## src/rtl/mdu_pkg.sv

```systemverilog
// Shared definitions for the multiply/divide controller: op encodings,
// FSM state encodings, iteration count and small op-decoding helpers.
package mdu_pkg;

  localparam int MDU_ITERS = 32;

  typedef enum logic [1:0] {
    OP_MULT  = 2'b00,
    OP_MULTU = 2'b01,
    OP_DIV   = 2'b10,
    OP_DIVU  = 2'b11
  } mdu_op_e;

  typedef enum logic [2:0] {
    ST_IDLE = 3'd0,
    ST_PREP = 3'd1,
    ST_ITER = 3'd2,
    ST_FIX  = 3'd3,
    ST_DONE = 3'd4
  } mdu_state_e;

  // Bit 1 of the op selects divide, bit 0 clear means signed.
  function automatic logic op_is_div(input logic [1:0] op);
    return op[1];
  endfunction

  function automatic logic op_is_signed(input logic [1:0] op);
    return ~op[0];
  endfunction

endpackage

```

## src/rtl/mdu_step.sv

```systemverilog
// One iteration of the multi-cycle datapath: a shift-add multiply step or a
// restoring divide step on the {hi, lo} accumulator pair.
//   multiply: lo holds the remaining multiplier bits, i_opnd the multiplicand.
//   divide:   lo holds the remaining dividend bits / growing quotient,
//             hi the partial remainder, i_opnd the divisor.
module mdu_step #(
  parameter int WIDTH = 32
) (
  input  logic             i_div,
  input  logic [WIDTH-1:0] i_hi,
  input  logic [WIDTH-1:0] i_lo,
  input  logic [WIDTH-1:0] i_opnd,
  output logic [WIDTH-1:0] o_hi,
  output logic [WIDTH-1:0] o_lo
);

  logic [WIDTH:0]   w_sum;
  logic [WIDTH:0]   w_shifted;
  logic [WIDTH-1:0] w_diff;

  // Compute both step flavours and select by operation.
  always_comb begin
    w_sum     = {1'b0, i_hi} + (i_lo[0] ? {1'b0, i_opnd} : '0);
    w_shifted = {i_hi, i_lo[WIDTH-1]};
    // Only used when the trial subtraction succeeds, so the result fits WIDTH bits.
    w_diff    = w_shifted[WIDTH-1:0] - i_opnd;
    o_hi      = '0;
    o_lo      = '0;
    if (!i_div) begin
      o_hi = w_sum[WIDTH:1];
      o_lo = {w_sum[0], i_lo[WIDTH-1:1]};
    end else if (w_shifted >= {1'b0, i_opnd}) begin
      o_hi = w_diff;
      o_lo = {i_lo[WIDTH-2:0], 1'b1};
    end else begin
      o_hi = w_shifted[WIDTH-1:0];
      o_lo = {i_lo[WIDTH-2:0], 1'b0};
    end
  end

endmodule

```

## src/rtl/mult_div_controller.sv

```systemverilog
// Multi-cycle MULT/MULTU/DIV/DIVU unit with HI/LO registers.
// Sequence: IDLE -> PREP -> ITER x ITERS -> FIX -> DONE -> IDLE.
// Divide by zero goes PREP -> DONE with lo = all ones, hi = dividend.
// Handshake: start is sampled only in IDLE (ignored while busy); done is a
// one-cycle pulse on the edge that loaded hi/lo; flush aborts any non-IDLE
// state without touching hi/lo and beats a simultaneous start in IDLE.
module mult_div_controller
  import mdu_pkg::*;
#(
  parameter int WIDTH = 32,
  parameter int ITERS = MDU_ITERS
) (
  input  logic             clk,
  input  logic             rst_n,
  input  logic             start,
  input  logic [1:0]       op,
  input  logic [WIDTH-1:0] rs_val,
  input  logic [WIDTH-1:0] rt_val,
  input  logic             flush,
  input  logic             hilo_read,
  output logic             busy,
  output logic             done,
  output logic             stall,
  output logic [WIDTH-1:0] hi,
  output logic [WIDTH-1:0] lo,
  output mdu_state_e       dbg_state
);

  mdu_state_e       r_state;
  mdu_state_e       w_next;
  logic [5:0]       r_cnt;
  logic [1:0]       r_op;
  logic [WIDTH-1:0] r_rs;
  logic [WIDTH-1:0] r_rt;
  logic [WIDTH-1:0] r_opnd;
  logic [WIDTH-1:0] r_acc_hi;
  logic [WIDTH-1:0] r_acc_lo;
  logic             r_neg_res;
  logic             r_neg_rem;
  logic [WIDTH-1:0] r_hi;
  logic [WIDTH-1:0] r_lo;
  logic             r_done;

  logic             w_signed;
  logic             w_div;
  logic             w_div_zero;
  logic [WIDTH-1:0] w_rs_abs;
  logic [WIDTH-1:0] w_rt_abs;
  logic [WIDTH-1:0] w_step_hi;
  logic [WIDTH-1:0] w_step_lo;

  assign w_signed   = op_is_signed(r_op);
  assign w_div      = op_is_div(r_op);
  assign w_div_zero = w_div && (r_rt == '0);
  assign w_rs_abs   = (w_signed && r_rs[WIDTH-1]) ? -r_rs : r_rs;
  assign w_rt_abs   = (w_signed && r_rt[WIDTH-1]) ? -r_rt : r_rt;

  mdu_step #(.WIDTH(WIDTH)) u_step (
    .i_div  (w_div),
    .i_hi   (r_acc_hi),
    .i_lo   (r_acc_lo),
    .i_opnd (r_opnd),
    .o_hi   (w_step_hi),
    .o_lo   (w_step_lo)
  );

  // State register.
  always_ff @(posedge clk or negedge rst_n) begin
    if (!rst_n) r_state <= ST_IDLE;
    else        r_state <= w_next;
  end

  // Next-state logic; flush overrides every transition.
  always_comb begin
    w_next = r_state;
    case (r_state)
      ST_IDLE: if (start) w_next = ST_PREP;
      ST_PREP: w_next = w_div_zero ? ST_DONE : ST_ITER;
      ST_ITER: if (r_cnt == 6'd1) w_next = ST_FIX;
      ST_FIX:  w_next = ST_DONE;
      ST_DONE: w_next = ST_IDLE;
      default: w_next = ST_IDLE;
    endcase
    if (flush) w_next = ST_IDLE;
  end

  // Operand capture, iteration counter, accumulator, sign fix-up and HI/LO load.
  always_ff @(posedge clk or negedge rst_n) begin
    if (!rst_n) begin
      r_cnt     <= '0;
      r_op      <= '0;
      r_rs      <= '0;
      r_rt      <= '0;
      r_opnd    <= '0;
      r_acc_hi  <= '0;
      r_acc_lo  <= '0;
      r_neg_res <= 1'b0;
      r_neg_rem <= 1'b0;
      r_hi      <= '0;
      r_lo      <= '0;
      r_done    <= 1'b0;
    end else begin
      r_done <= 1'b0;
      if (flush) begin
        r_cnt <= '0;
      end else begin
        case (r_state)
          ST_IDLE: begin
            if (start) begin
              r_op <= op;
              r_rs <= rs_val;
              r_rt <= rt_val;
            end
          end
          ST_PREP: begin
            r_cnt     <= 6'(ITERS);
            r_neg_res <= w_signed & (r_rs[WIDTH-1] ^ r_rt[WIDTH-1]);
            r_neg_rem <= w_signed & r_rs[WIDTH-1];
            r_acc_hi  <= '0;
            if (w_div_zero) begin
              r_acc_hi <= r_rs;
              r_acc_lo <= '1;
            end else if (w_div) begin
              r_opnd   <= w_rt_abs;
              r_acc_lo <= w_rs_abs;
            end else begin
              r_opnd   <= w_rs_abs;
              r_acc_lo <= w_rt_abs;
            end
          end
          ST_ITER: begin
            r_cnt    <= r_cnt - 6'd1;
            r_acc_hi <= w_step_hi;
            r_acc_lo <= w_step_lo;
          end
          ST_FIX: begin
            if (w_div) begin
              if (r_neg_res) r_acc_lo <= -r_acc_lo;
              if (r_neg_rem) r_acc_hi <= -r_acc_hi;
            end else if (r_neg_res) begin
              {r_acc_hi, r_acc_lo} <= -{r_acc_hi, r_acc_lo};
            end
          end
          ST_DONE: begin
            r_hi   <= r_acc_hi;
            r_lo   <= r_acc_lo;
            r_done <= 1'b1;
          end
          default: r_cnt <= '0;
        endcase
      end
    end
  end

  assign busy      = (r_state != ST_IDLE);
  assign stall     = busy & hilo_read;
  assign done      = r_done;
  assign hi        = r_hi;
  assign lo        = r_lo;
  assign dbg_state = r_state;

endmodule

```

## config.mk

```make
export PLATFORM = sky130hd
export DESIGN_NAME = mult_div_controller
export DESIGN_NICKNAME = d
export VERILOG_FILES = /design/src/rtl/mdu_pkg.sv /design/src/rtl/mdu_step.sv /design/src/rtl/mult_div_controller.sv
export SDC_FILE = /design/constraint.sdc
export NUM_CORES = 1
export LEC_CHECK = 0
export ABC_AREA = 1
export ABC_CLOCK_PERIOD_IN_PS = 2550
export CAP_MARGIN = 30
export CORE_ASPECT_RATIO = 1.2
export CORE_MARGIN = 8
export CORE_UTILIZATION = 40
export CTS_CLUSTER_SIZE = 14
export DETAILED_ROUTE_END_ITERATION = 10
export DONT_BUFFER_PORTS = 1
export SETUP_SLACK_MARGIN = 0.3
export SLEW_MARGIN = 20
export SYNTH_ARGS = -nofsm -noshare
export SYNTH_HDL_FRONTEND = slang
export SYNTH_SLANG_ARGS = --single-unit
```

## constraint.sdc

```tcl
create_clock -name clk -period 2.55 [get_ports clk]
set_input_delay 0.51 -clock clk [delete_from_list [all_inputs] [get_ports clk]]
set_output_delay 0.51 -clock clk [all_outputs]
set_load 0.02 [all_outputs]
```

Fig. 1: placement by cell class
Fill, decap, tap and diode cells in grey.
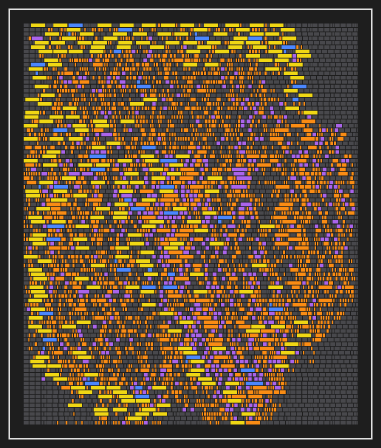
- flops: yellow (cells 238; share of their area 22%)
- other buffers and delay cells: purple (cells 515; share of their area 15%)
- clock drivers and dummy loads: blue (cells 49; share of their area 3.4%)
- combinational and other logic: orange (cells 3040; share of their area 60%)

Fig. 2: layout detail
The bar under the picture is 20 um long. Region (31, 42) to (81, 92) um. Cells in grey, sequential cells in the stronger grey; small squares are vias.
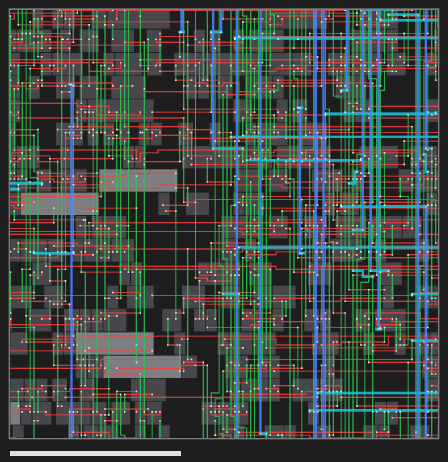
- metal 4: blue
- metal 1: red
- metal 2: green
- metal 3: cyan
- cells with their middle in the window: 225
- sequential cells in the window: 4
- netlist names of flops here include: r_rt (2)
- most frequent: nand2_1 (67), nor2_1 (21), nand3_1 (20)

Fig. 3: metal layers overlaid
The bar under the picture is 50 um long. Two of the layers only.
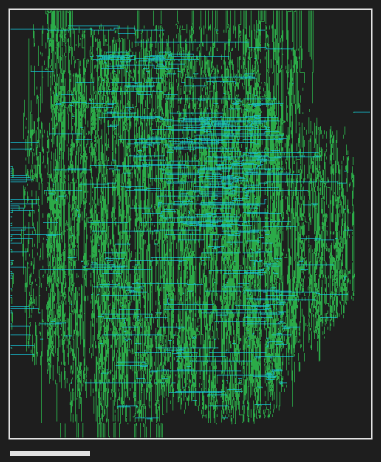
- metal 3: cyan (wire length 6920 um)
- metal 2: green (wire length 45.4 mm)
routed vias: 24880
global router's overall resource usage: 32.29%
total wire length after detailed routing: 99.85 mm
detailed-route wire length per cell: 21.96 um

Fig. 4: cell outlines without signal wires
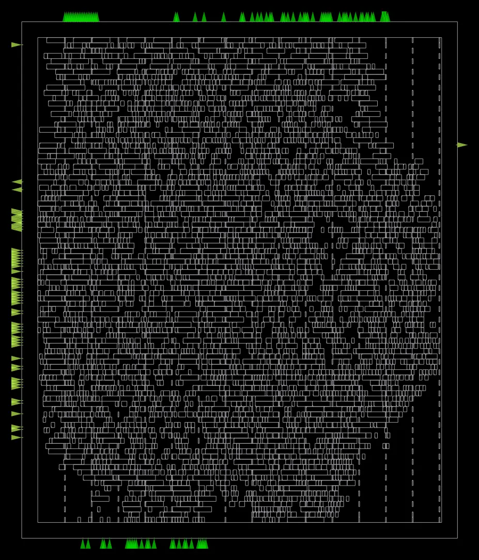
Finished Layout Cells: 4547
# rows: 92
Tap Cells: 705
Core Region: 0.05215 mm2

==> impl_results.rst <==
Flow metrics
------------

.. list-table::
   :header-rows: 1

   * - Metric
     - Value
   * - Placed wire-length estimate
     - 79.04 mm
   * - Most common cell after layout, fill and taps aside
     - sky130_fd_sc_hd__nand2_1
   * - Total number of H-tree levels
     - 1
   * - RSZ-0062 raised after global routing
     - true
   * - Logic gate fraction of the total cell area
     - 52.24%
   * - Top delay family on crit path
     - simple AND/OR/NAND/NOR gates
   * - Unique cell types
     - 59
   * - Synth Register Bits
     - ~240
   * - Wire length of the first global-routing pass
     - 148.0 mm
   * - Most used routing layer
     - met2
   * - Detailed-routing wirelength on met1
     - 39.12 mm
   * - Maximum fanout along the worst path
     - 7
   * - Net switching share of the total power
     - 50.94%
   * - Yosys stat area
     - 0.02093 mm2
   * - Cell-internal power
     - 19340 uW
   * - Final global-route overflow total
     - 0
   * - Maximum number of pins on one net before global-route repair
     - 239
   * - Filler cells
     - 5253
   * - Crit path buffers/inverters
     - 4
   * - Syn Nets
     - between 3000 and 4000
   * - Max Transition Viols Final
     - 0
   * - Sequential fraction of the synthesis area
     - 28.46%
   * - Sequential share of power
     - 18.1%
   * - End point of the critical path
     - r_acc_hi[22]
   * - Most frequent CP cell
     - sky130_fd_sc_hd__nand2_1
   * - RR Startpoint
     - r_opnd[13]
   * - Final setup violating endpoints
     - 14
   * - Worst slew margin relative to its limit
     - roughly 53%
   * - Number of placed instances with taps included
     - 4421
   * - First-pass iteration count of the detailed router
     - 6
   * - Number of buffers added by the clock tree synthesis step
     - 27
   * - Worst hold-check path type
     - in2async
   * - Setup crit start kind
     - flop
   * - Tool Warnings
     - 35
   * - Area taken by flip-flops and latches
     - ~0.0060 mm2
   * - Layout area overhead
     - 36.28%
   * - Clock tree from TritonCTS
     - yes
   * - Fin nets
     - 3965
   * - Antenna violations before repair
     - 1
   * - Reg-to-reg endpoint
     - r_acc_hi[22]
   * - Max-cap violations
     - 0
   * - Multi-input combinational cell count
     - 2602
   * - Met2 layer wire length in the routed design
     - 45.41 mm
   * - Clk root buf
     - sky130_fd_sc_hd__clkbuf_16
   * - Violations in the final reports
     - negative hold slack, negative setup slack
   * - Tally of yosys warning messages
     - 0
   * - CP required
     - between 3 and 4 ns
   * - Yosys cell count
     - 3394
   * - Peak ir drop on the vdd network
     - 0.0006193 V
   * - Leakage power figure
     - 0.01373 uW
   * - Tcrit/Tclk final
     - 103.5%
   * - Data arrival time at the worst-slack endpoint
     - 3.11 ns
   * - Maximum clock frequency
     - 0.3788 GHz
   * - Clk network pwr share
     - 10.7%
   * - Met1 usage
     - between 30% and 40%
   * - Post-Route Skew
     - 0.009957 ns
   * - Hold_ws
     - -0.3592 ns
   * - Top library cells by usage in the layout, fill and taps aside
     - 805 x sky130_fd_sc_hd__nand2_1, 466 x sky130_fd_sc_hd__buf_4, 455 x sky130_fd_sc_hd__nor2_1
   * - Logic inverters
     - ~440
   * - Chip Width
     - 224.8 um
   * - 1st-iter DRT viols
     - 2478
   * - Outcome
     - finished, violations left
   * - Time the worst path needs with I/O delays and setup
     - 2.640 ns
   * - Insertion delay of the later-clocked pin in the worst-skew pair
     - roughly 0.57 ns
   * - Met3 Resource Use GR
     - between 4 and 5%
   * - Clock edge transition at the registers on the reported setup and hold paths
     - 0.06 ns
   * - Kind of capture point of the worst setup path
     - flop
   * - Number of endpoints with negative hold slack in the final report
     - 238
   * - Met2 GRT Util
     - a little over half
   * - Cts-stage hold buffer count
     - 1
   * - Die ar.
     - 0.05993 mm2
   * - Cell group occupying the most layout area
     - multi-input combinational cells
   * - Registers
     - 238
   * - Share of layout cells above drive strength 1
     - 27.46%
   * - Logic depth of the worst setup path including buffers
     - 17
   * - Final weighted congestion of routability-driven global placement
     - 1.057
   * - Detailed-route vias per instance
     - approximately 5.5
   * - Synthesized netlist cell count
     - 3394
   * - Slew of the pin with the lowest slew margin
     - 0.7076 ns
   * - Final worst setup slack
     - -0.09015 ns
[power groups by stage]
stage	combinational (uW)	clock [uW]	sequential [uW]
floorplan	11700	0	6690
global placement	22600	0	6950
detailed placement	22500	0	7000
CTS	25900	4290	7050
global route	29900	4420	7250
finish	28100	4220	7130
[repair_timing]
action / CTS / global route
endpoints found under the hold margin: 239 / 238
pin swaps: 75 / 55
cloned: 5 / 0
resized: 314 / 228
buffers inserted: 40 / 31
endpoints found under the setup margin: 65 / 90
[cells in the mapped netlist, drive strengths merged (15+ instances only)]
cell	number	area share, %
a21oi	242	5.9
buf	48	1.3
clkbuf	69	1.2
dfrtp	238	28
ha	70	4.2
inv	433	7.8
nand2	917	17
nand3	301	7.5
nand4	66	2.1
nor2	529	9.9
nor3	44	1.3
o211ai	15	0.56
o21ai	220	5.3
o22ai	20	0.60
xnor2	17	0.71
xor2	79	3.3
[per-stage QoR]
step / instance area [um2] / power (uW) / TNS, ns / hold WS [ns] / util [%]
final: 28520 / 39430 / -0.5425 / -0.3592 / 54.70
after global routing: 28520 / 41570 / -3.402 / -0.3707 / 54.70
after CTS: 27440 / 37240 / -0.1846 / -0.3834 / 52.61
after detailed placement: 24690 / 29520 / -5.018 / 0.2251 / 47.36
after global placement: 24690 / 29560 / -5.485 / 0.2260 / 47.36
after floorplan: 20930 / 18350 / 0 / 0.2144 / -
[cell families (layout without fill, tap and decap cells)]
group                    count (synthesis)  in the layout  share of synthesized area (%)
adder cells (fa/ha/maj)                 72             72                          4.376
buffers and inverters                  555           1002                          10.41
AND/OR/NAND/NOR                       1884           1885                          38.41
AND-OR/OR-AND                          546            546                          14.17
XOR/XNOR                                96             96                          4.018
flip-flops                             238            238                          28.46
multiplexers                             3              3                         0.1495
No activity file was given, so power comes from the tool's default toggle rates.
